run_1/placement_by_type.png
The bar under the picture is 20 um long.
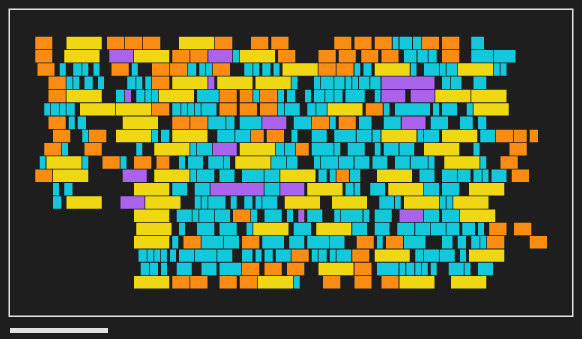
run_1/flops_by_reg.png
The bar under the picture is 20 um long. Other sequential cells in the stronger gray, the rest of the logic in the fainter gray.
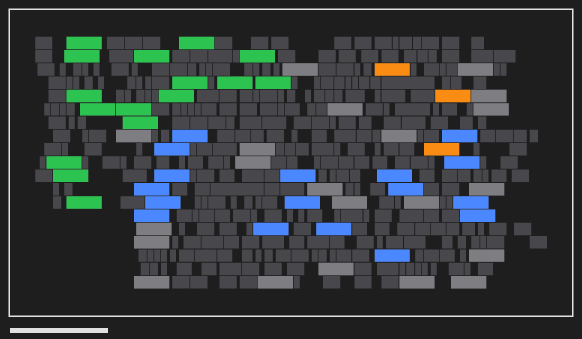
run_1/logic_types.png
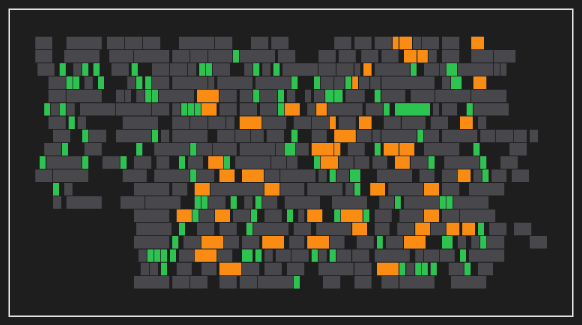
==> config.mk <==
export PLATFORM = sky130hd
export DESIGN_NAME = jtcps1_vram_arb
export DESIGN_NICKNAME = d
export VERILOG_FILES = /design/src/rtl/jtcps1_pkg.sv /design/src/rtl/jtcps1_vram_cache.sv /design/src/rtl/jtcps1_vram_arb.sv
export SDC_FILE = /design/constraint.sdc
export NUM_CORES = 1
export LEC_CHECK = 0
export ABC_AREA = 0
export ABC_CLOCK_PERIOD_IN_PS = 7390
export CAP_MARGIN = 20
export CORE_ASPECT_RATIO = 0.5
export CORE_MARGIN = 5
export CORE_UTILIZATION = 52
export CTS_CLUSTER_SIZE = 30
export DETAILED_ROUTE_END_ITERATION = 10
export PLACE_DENSITY = 0.86
export SETUP_SLACK_MARGIN = 0.4
export SLEW_MARGIN = 15
export SYNTH_ARGS = -nofsm -noshare
export SYNTH_HDL_FRONTEND = slang
export SYNTH_HIERARCHICAL = 1
export SYNTH_SLANG_ARGS = --single-unit
==> constraint.sdc <==
create_clock -name clk -period 7.39 [get_ports clk]
set_input_delay 2.217 -clock clk [delete_from_list [all_inputs] [get_ports clk]]
set_output_delay 2.217 -clock clk [all_outputs]
set_load 0.005 [all_outputs]
==> src/rtl/jtcps1_pkg.sv <==
// Shared definitions for the CPS1 VRAM bus arbiter: FSM encoding, grant
// delay default and cache geometry.
package jtcps1_pkg;
  localparam int ASN_WAIT_DEF = 2;
  localparam int CACHE_IDX_W  = 2;
  localparam int CACHE_TAG_W  = 15;

  typedef enum logic [2:0] {
    ST_IDLE   = 3'd0,
    ST_REQ    = 3'd1,
    ST_WAITAS = 3'd2,
    ST_OWN    = 3'd3,
    ST_DRAIN  = 3'd4
  } arb_st_t;
endpackage

==> src/rtl/jtcps1_vram_cache.sv <==
// Direct-mapped VRAM word cache, indexed by addr[2:1]; combinational lookup,
// written on every SDRAM fill, flushed by i_inv.
module jtcps1_vram_cache import jtcps1_pkg::*; (
  input  logic        clk,
  input  logic        rst,
  input  logic        i_inv,
  input  logic        i_we,
  input  logic [17:1] i_waddr,
  input  logic [15:0] i_wdata,
  input  logic [17:1] i_raddr,
  output logic        o_hit,
  output logic [15:0] o_rdata
);
  localparam int N = 2**CACHE_IDX_W;

  logic [N-1:0]                  r_val;
  logic [N-1:0][CACHE_TAG_W-1:0] r_tag;
  logic [N-1:0][15:0]            r_dat;
  logic [CACHE_IDX_W-1:0]        w_ridx, w_widx;

  assign w_ridx  = i_raddr[2:1];
  assign w_widx  = i_waddr[2:1];
  assign o_hit   = r_val[w_ridx] && (r_tag[w_ridx] == i_raddr[17:3]);
  assign o_rdata = r_dat[w_ridx];

  // Tags and data need no reset: the valid bits gate every use.
  always_ff @(posedge clk) begin
    if (rst || i_inv) begin
      r_val <= '0;
    end else if (i_we) begin
      r_val[w_widx] <= 1'b1;
      r_tag[w_widx] <= i_waddr[17:3];
      r_dat[w_widx] <= i_wdata;
    end
  end
endmodule

==> src/rtl/jtcps1_vram_arb.sv <==
// Takes the 68000 bus (BR/BG/BGACK) on behalf of the video DMA and serves its
// word reads from SDRAM. JTCPS1_VRAMCACHE_EN adds a 4-entry read cache.
module jtcps1_vram_arb import jtcps1_pkg::*; #(
  parameter int ASN_WAIT = ASN_WAIT_DEF
) (
  input  logic        clk,
  input  logic        rst,
  input  logic        busreq,
  output logic        busack,
  input  logic [17:1] vram_dma_addr,
  input  logic        vram_dma_cs,
  input  logic        vram_dma_clr,
  output logic [15:0] vram_dma_data,
  output logic        vram_dma_ok,
  input  logic        cpu_asn,
  output logic        cpu_brn,
  input  logic        cpu_bgn,
  output logic        cpu_bgackn,
  output logic [17:1] sdram_addr,
  output logic        sdram_cs,
  input  logic [15:0] sdram_data,
  input  logic        sdram_ok
);
  localparam int CW = $clog2(ASN_WAIT + 2);
  localparam logic [CW-1:0] ASN_MAX = CW'(ASN_WAIT);

  arb_st_t     r_st, w_st_nxt;
  logic [CW-1:0] r_cnt, w_cnt_nxt;
  logic        r_scs, r_vld;
  logic [17:1] r_saddr, r_vaddr;
  logic [15:0] r_data;
  logic        w_own, w_hit, w_issue, w_fill, w_cload, w_chit;
  logic [15:0] w_cdata;

  assign w_own   = (r_st == ST_OWN);
  assign w_hit   = r_vld && (r_vaddr == vram_dma_addr);
  assign w_fill  = w_own && r_scs && sdram_ok && !vram_dma_clr;
  assign w_cload = w_own && busreq && vram_dma_cs && !vram_dma_clr && !w_hit && w_chit;
  assign w_issue = w_own && busreq && vram_dma_cs && !vram_dma_clr && !w_hit && !w_chit && !r_scs;

  assign busack        = (r_st == ST_OWN) || (r_st == ST_DRAIN);
  assign cpu_bgackn    = !busack;
  assign cpu_brn       = !((r_st == ST_REQ) || (r_st == ST_WAITAS));
  assign sdram_cs      = r_scs;
  assign sdram_addr    = r_saddr;
  assign vram_dma_ok   = w_own && vram_dma_cs && w_hit;
  assign vram_dma_data = r_data;

`ifdef JTCPS1_VRAMCACHE_EN
  logic w_inv;
  assign w_inv = !w_own || vram_dma_clr;

  jtcps1_vram_cache u_cache (
    .clk     (clk),
    .rst     (rst),
    .i_inv   (w_inv),
    .i_we    (w_fill),
    .i_waddr (r_saddr),
    .i_wdata (sdram_data),
    .i_raddr (vram_dma_addr),
    .o_hit   (w_chit),
    .o_rdata (w_cdata)
  );
`else
  assign w_chit  = 1'b0;
  assign w_cdata = '0;
`endif

  // The cycle that sees BG low also counts toward ASN_WAIT, so the grant
  // lands ASN_WAIT cycles after BG is first seen low with AS idle.
  always_comb begin
    w_st_nxt  = r_st;
    w_cnt_nxt = '0;
    if ((r_st == ST_REQ || r_st == ST_WAITAS) && cpu_asn && !cpu_bgn)
      w_cnt_nxt = (r_cnt == ASN_MAX) ? r_cnt : r_cnt + 1'b1;
    case (r_st)
      ST_IDLE:   if (busreq) w_st_nxt = ST_REQ;
      ST_REQ:    if (!busreq) w_st_nxt = ST_IDLE;
                 else if (!cpu_bgn) w_st_nxt = (w_cnt_nxt == ASN_MAX) ? ST_OWN : ST_WAITAS;
      ST_WAITAS: if (!busreq) w_st_nxt = ST_IDLE;
                 else if (w_cnt_nxt == ASN_MAX) w_st_nxt = ST_OWN;
      // A read answered or aborted this very cycle is no longer pending.
      ST_OWN:    if (!busreq)
                   w_st_nxt = (r_scs && !sdram_ok && !vram_dma_clr) ? ST_DRAIN : ST_IDLE;
      ST_DRAIN:  if (sdram_ok) w_st_nxt = ST_IDLE;
      default:   w_st_nxt = ST_IDLE;
    endcase
  end

  always_ff @(posedge clk) begin
    if (rst) begin
      r_st    <= ST_IDLE;
      r_cnt   <= '0;
      r_scs   <= 1'b0;
      r_saddr <= '0;
      r_vld   <= 1'b0;
      r_vaddr <= '0;
      r_data  <= '0;
    end else begin
      r_st  <= w_st_nxt;
      r_cnt <= w_cnt_nxt;
      if (w_issue) begin
        r_scs   <= 1'b1;
        r_saddr <= vram_dma_addr;
      end else if (sdram_ok || (w_own && vram_dma_clr)) begin
        r_scs <= 1'b0;
      end
      if (!w_own || vram_dma_clr) begin
        r_vld <= 1'b0;
      end else if (w_fill) begin
        r_vld   <= 1'b1;
        r_vaddr <= r_saddr;
        r_data  <= sdram_data;
      end else if (w_cload) begin
        r_vld   <= 1'b1;
        r_vaddr <= vram_dma_addr;
        r_data  <= w_cdata;
      end
    end
  end
endmodule
==> results.py, run 1 <==
# Metrics from the implementation run
metrics = {
    "final_timing": {
        "finalCritPeriodShare": 0.928,
        "rsz0062_at_grt": "no",
        "setup_violations": 0,
        "clock_skew_ns": 0.00652,
        "hold_ws_ns": 0.458,
        "fin_setup_tns_ns": 0,
    },
    "synth": {
        "yosysMostFrequentCell": "nand2_1",
        "floorplan.nets": 375,
        "ys_chip_area_um2": 2870,
        "synthTopLogicFamily": "simple AND/OR/NAND/NOR gates",
        "synthCells": 333,
        "synth.avg_cell_area_um2": 8.60,
        "synthTopCellsByArea": "dfxtp_1, nand2_1, a21oi_1",
        "postSynthSeqShare": 0.398,
        "xor_share": 0.0550,
        "ff_type": "dfxtp_1",
        "top_cell_area_share": 0.398,
        "edf_count": 0,
        "ys_sh_mux": 0.0594,
        "ys_types": 35,
    },
    "setup_path": {
        "crit_arrival_ns": 4.64,
        "crit_end": "vram_dma_ok",
        "crit_required_ns": 5.17,
        "cp.depth": 8,
        "worst-path-max-fanout": 18,
        "slowest_stage": "clkdlybuf4s50_1",
        "critPathKind": "in -> out",
        "critPathLaunchType": "input port",
        "critPathMaxStageDelay_ns": 0.50,
        "cp_top_family": "buffers and inverters",
        "cp-end-kind": "output pin",
        "reg2reg_from": "r_vaddr[16]",
    },
    "run": {
        "drv_cap": 0,
        "tool_warnings": 26,
    },
    "cells_and_area": {
        "drive_gt1_frac": 0.0938,
        "flops": 57,
        "nClkBuffers": 14,
        "sh_comb_area": 0.405,
        "logic_gate_count": 242,
        "final_cells": 478,
        "top_area_cell_class": "multi-input combinational cells",
        "layout.nets": 442,
        "fillerInstances": 410,
    },
    "clock_tree": {
        "clockBufferDepth": 2,
        "cts_tree": "built",
        "cts.htree.levels": 3,
        "numClockSinks": 57,
        "clk_pin_slew_worst_paths_ns": 0.06,
    },
    "routing": {
        "highest-signal-layer": "met4",
        "drc": 0,
        "vias": 2770,
        "drt-met1-wl_um": 3330,
        "post_drt_wl_per_cell_um": 16.4,
        "dr.pass1.iters": 5,
        "wl_met2_um": 3790,
    },
    "floorplanning": {
        "coreArea_um2": 5420,
        "die_h_um": 62.5,
        "io_pins": 79,
        "die_x_um": 115,
        "die_area_um2": 7180,
        "core_util_floorplan": 0.529,
    },
    "grt": {
        "grt_usage": 0.219,
        "grt-busiest-layer": "met2",
        "use_met3": 0.0580,
        "grt_pass1_wl_um": 12800,
        "grt_pass1_vias": 2707,
        "antenna_found_initial": 0,
    },
    "placed_design": {
        "placed_cells": 462,
        "gp_congestion": 0.774,
        "hpwl_um": 5250,
        "dpl_cell_area_um2": 3640,
    },
    "power": {
        "totalPowerFinal_w": 0.000680,
        "pwr.group.combinational_w": 0.0000460,
        "p_switching_w": 0.000137,
        "powerDensity_nw_per_um2": 176,
        "power_leader": "the clock network",
    },
    "hold_path": {
        "hold_start": "vram_dma_data[0]",
    },
    "run_status": {
        "status": "finished, final reports clean",
    },
}
## Picture notes: placement_by_type.png
flops: in yellow, cells 57. combinational and other logic: in cyan, cells 248. clock drivers and dummy loads: in purple, cells 16. other buffers and delay cells: in orange, cells 84.
final core utilization: 0.712
fin area: 3860 um2
Rows: 19
Seq area share: 0.296

## Picture notes: flops_by_reg.png
vram_dma_data: in green, sequential cells 16. sdram_addr: in blue, sequential cells 17. r_st: in orange, sequential cells 3.
Seq. pwr: 0.000309 W
Reg area: 1140 um2

## Picture notes: logic_types.png
NOR gates: in orange, cells 47, most used nor4b_1. NAND gates: in green, cells 96, most used nand2_1, where widely spread.

run_1/congestion.png
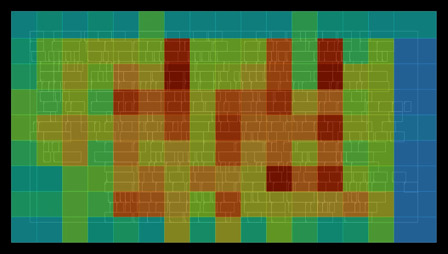

==> run 1 -> run 2 <==
--- a/config.mk
+++ b/config.mk
@@ -8,12 +8,14 @@
 export ABC_AREA = 0
 export ABC_CLOCK_PERIOD_IN_PS = 7390
 export CAP_MARGIN = 20
+export CELL_PAD_IN_SITES_DETAIL_PLACEMENT = 0
+export CELL_PAD_IN_SITES_GLOBAL_PLACEMENT = 1
 export CORE_ASPECT_RATIO = 0.5
 export CORE_MARGIN = 5
-export CORE_UTILIZATION = 52
+export CORE_UTILIZATION = 38
 export CTS_CLUSTER_SIZE = 30
 export DETAILED_ROUTE_END_ITERATION = 10
-export PLACE_DENSITY = 0.86
+export PLACE_DENSITY_LB_ADDON = 0.1
 export SETUP_SLACK_MARGIN = 0.4
 export SLEW_MARGIN = 15
 export SYNTH_ARGS = -nofsm -noshare
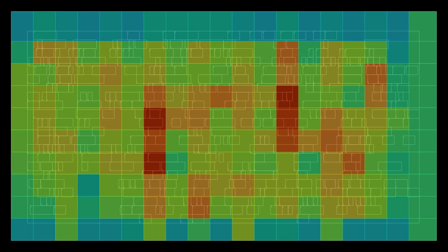
run_2/congestion.png
grt met1 use: 0.215
Tot GR Track Use: 0.163
met2 Use GR: 0.243
routed length per placed instance: 15.6 um

==> run 2 against run 1 <==
Clock skew is 0.00071 ns higher. Non-clock buffer count grew 1. Largest power group unchanged. Flip-flop count unchanged. Clock power up about 30%. Maximum frequency grew 5.8%. Utilization is 17 points lower. Total power is 14% higher. Largest cell class unchanged. Die size grew 32%. Register-to-register slack better by 0.17 ns. Synthesized cell count stayed put.
==> results.py, run 2 <==
# Metrics from the implementation run
metrics = {
    "run_status": {
        "status": "finished, final reports clean",
    },
    "power": {
        "power_leader": "the clock network",
        "clockPowerShare": 0.542,
        "seq_power_w": 0.000310,
        "totalPowerFinal_w": 0.000777,
        "peakVddDrop_mv": 0.116,
        "powerDensity_nw_per_um2": 195,
        "p_switching_w": 0.000154,
        "pwr.group.combinational_w": 0.0000462,
    },
    "cells_and_area": {
        "final_cells": 502,
        "nClkBuffers": 14,
        "top_area_cell_class": "multi-input combinational cells",
        "layout.nets": 443,
        "final_util": 0.544,
        "fillerInstances": 671,
        "sh_comb_area": 0.392,
        "design_area_um2": 3980,
        "flops": 57,
        "regArea_um2": 1140,
        "drive_gt1_frac": 0.0985,
        "logic_gate_count": 242,
        "seq-cell-share": 0.287,
    },
    "synth": {
        "synthTopCellsByArea": "dfxtp_1, nand2_1, a21oi_1",
        "floorplan.nets": 375,
        "yosysMostFrequentCell": "nand2_1",
        "xor_share": 0.0550,
        "postSynthSeqShare": 0.398,
        "ff_type": "dfxtp_1",
        "edf_count": 0,
        "ys_chip_area_um2": 2870,
        "ys_sh_mux": 0.0594,
        "top_cell_area_share": 0.398,
        "synthCells": 333,
        "synthTopLogicFamily": "simple AND/OR/NAND/NOR gates",
        "synth.avg_cell_area_um2": 8.60,
    },
    "setup_path": {
        "worst-path-max-fanout": 18,
        "cp.depth": 8,
        "crit_arrival_ns": 4.27,
        "slowest_stage": "clkdlybuf4s50_1",
        "reg2reg_from": "r_vaddr[16]",
        "crit_end": "vram_dma_ok",
        "crit_required_ns": 5.17,
        "critPathMaxStageDelay_ns": 0.53,
        "cp_top_family": "buffers and inverters",
        "critPathLaunchType": "input port",
    },
    "run": {
        "tool_warnings": 26,
        "drv_cap": 0,
    },
    "final_timing": {
        "hold_ws_ns": 0.451,
        "rsz0062_at_grt": "no",
        "fin_setup_tns_ns": 0,
        "clock_skew_ns": 0.00722,
        "setup_violations": 0,
        "report.final.slew_viol_count": 0,
        "finalCritPeriodShare": 0.878,
    },
    "floorplanning": {
        "die_x_um": 133,
        "io_pins": 79,
        "die_h_um": 71.4,
        "coreArea_um2": 7320,
        "die_area_um2": 9480,
        "core_util_floorplan": 0.391,
        "rows": 22,
    },
    "grt": {
        "use_met3": 0.0813,
        "antenna_found_initial": 0,
        "grt-busiest-layer": "met2",
        "grt_pass1_wl_um": 12500,
        "grt_pass1_vias": 2435,
        "overflow": 0,
    },
    "clock_tree": {
        "clk_pin_slew_worst_paths_ns": 0.05,
        "cts_tree": "built",
        "numClockSinks": 57,
        "post_cts_buffers": 0,
        "clockBufferDepth": 2,
        "cts-root-buf": "clkbuf_16",
        "cts.htree.levels": 3,
    },
    "routing": {
        "highest-signal-layer": "met4",
        "wirelength_um": 7820,
        "vias": 2613,
        "drc": 0,
        "drt-met1-wl_um": 3660,
        "dr.pass1.iters": 4,
    },
    "placed_design": {
        "gp_congestion": 0.721,
        "placed_cells": 486,
        "dpl_cell_area_um2": 3670,
        "hpwl_um": 5070,
    },
    "hold_path": {
        "hold_start": "vram_dma_data[12]",
    },
}
Power figures rest on the tool's default switching activity, not on a simulated workload.
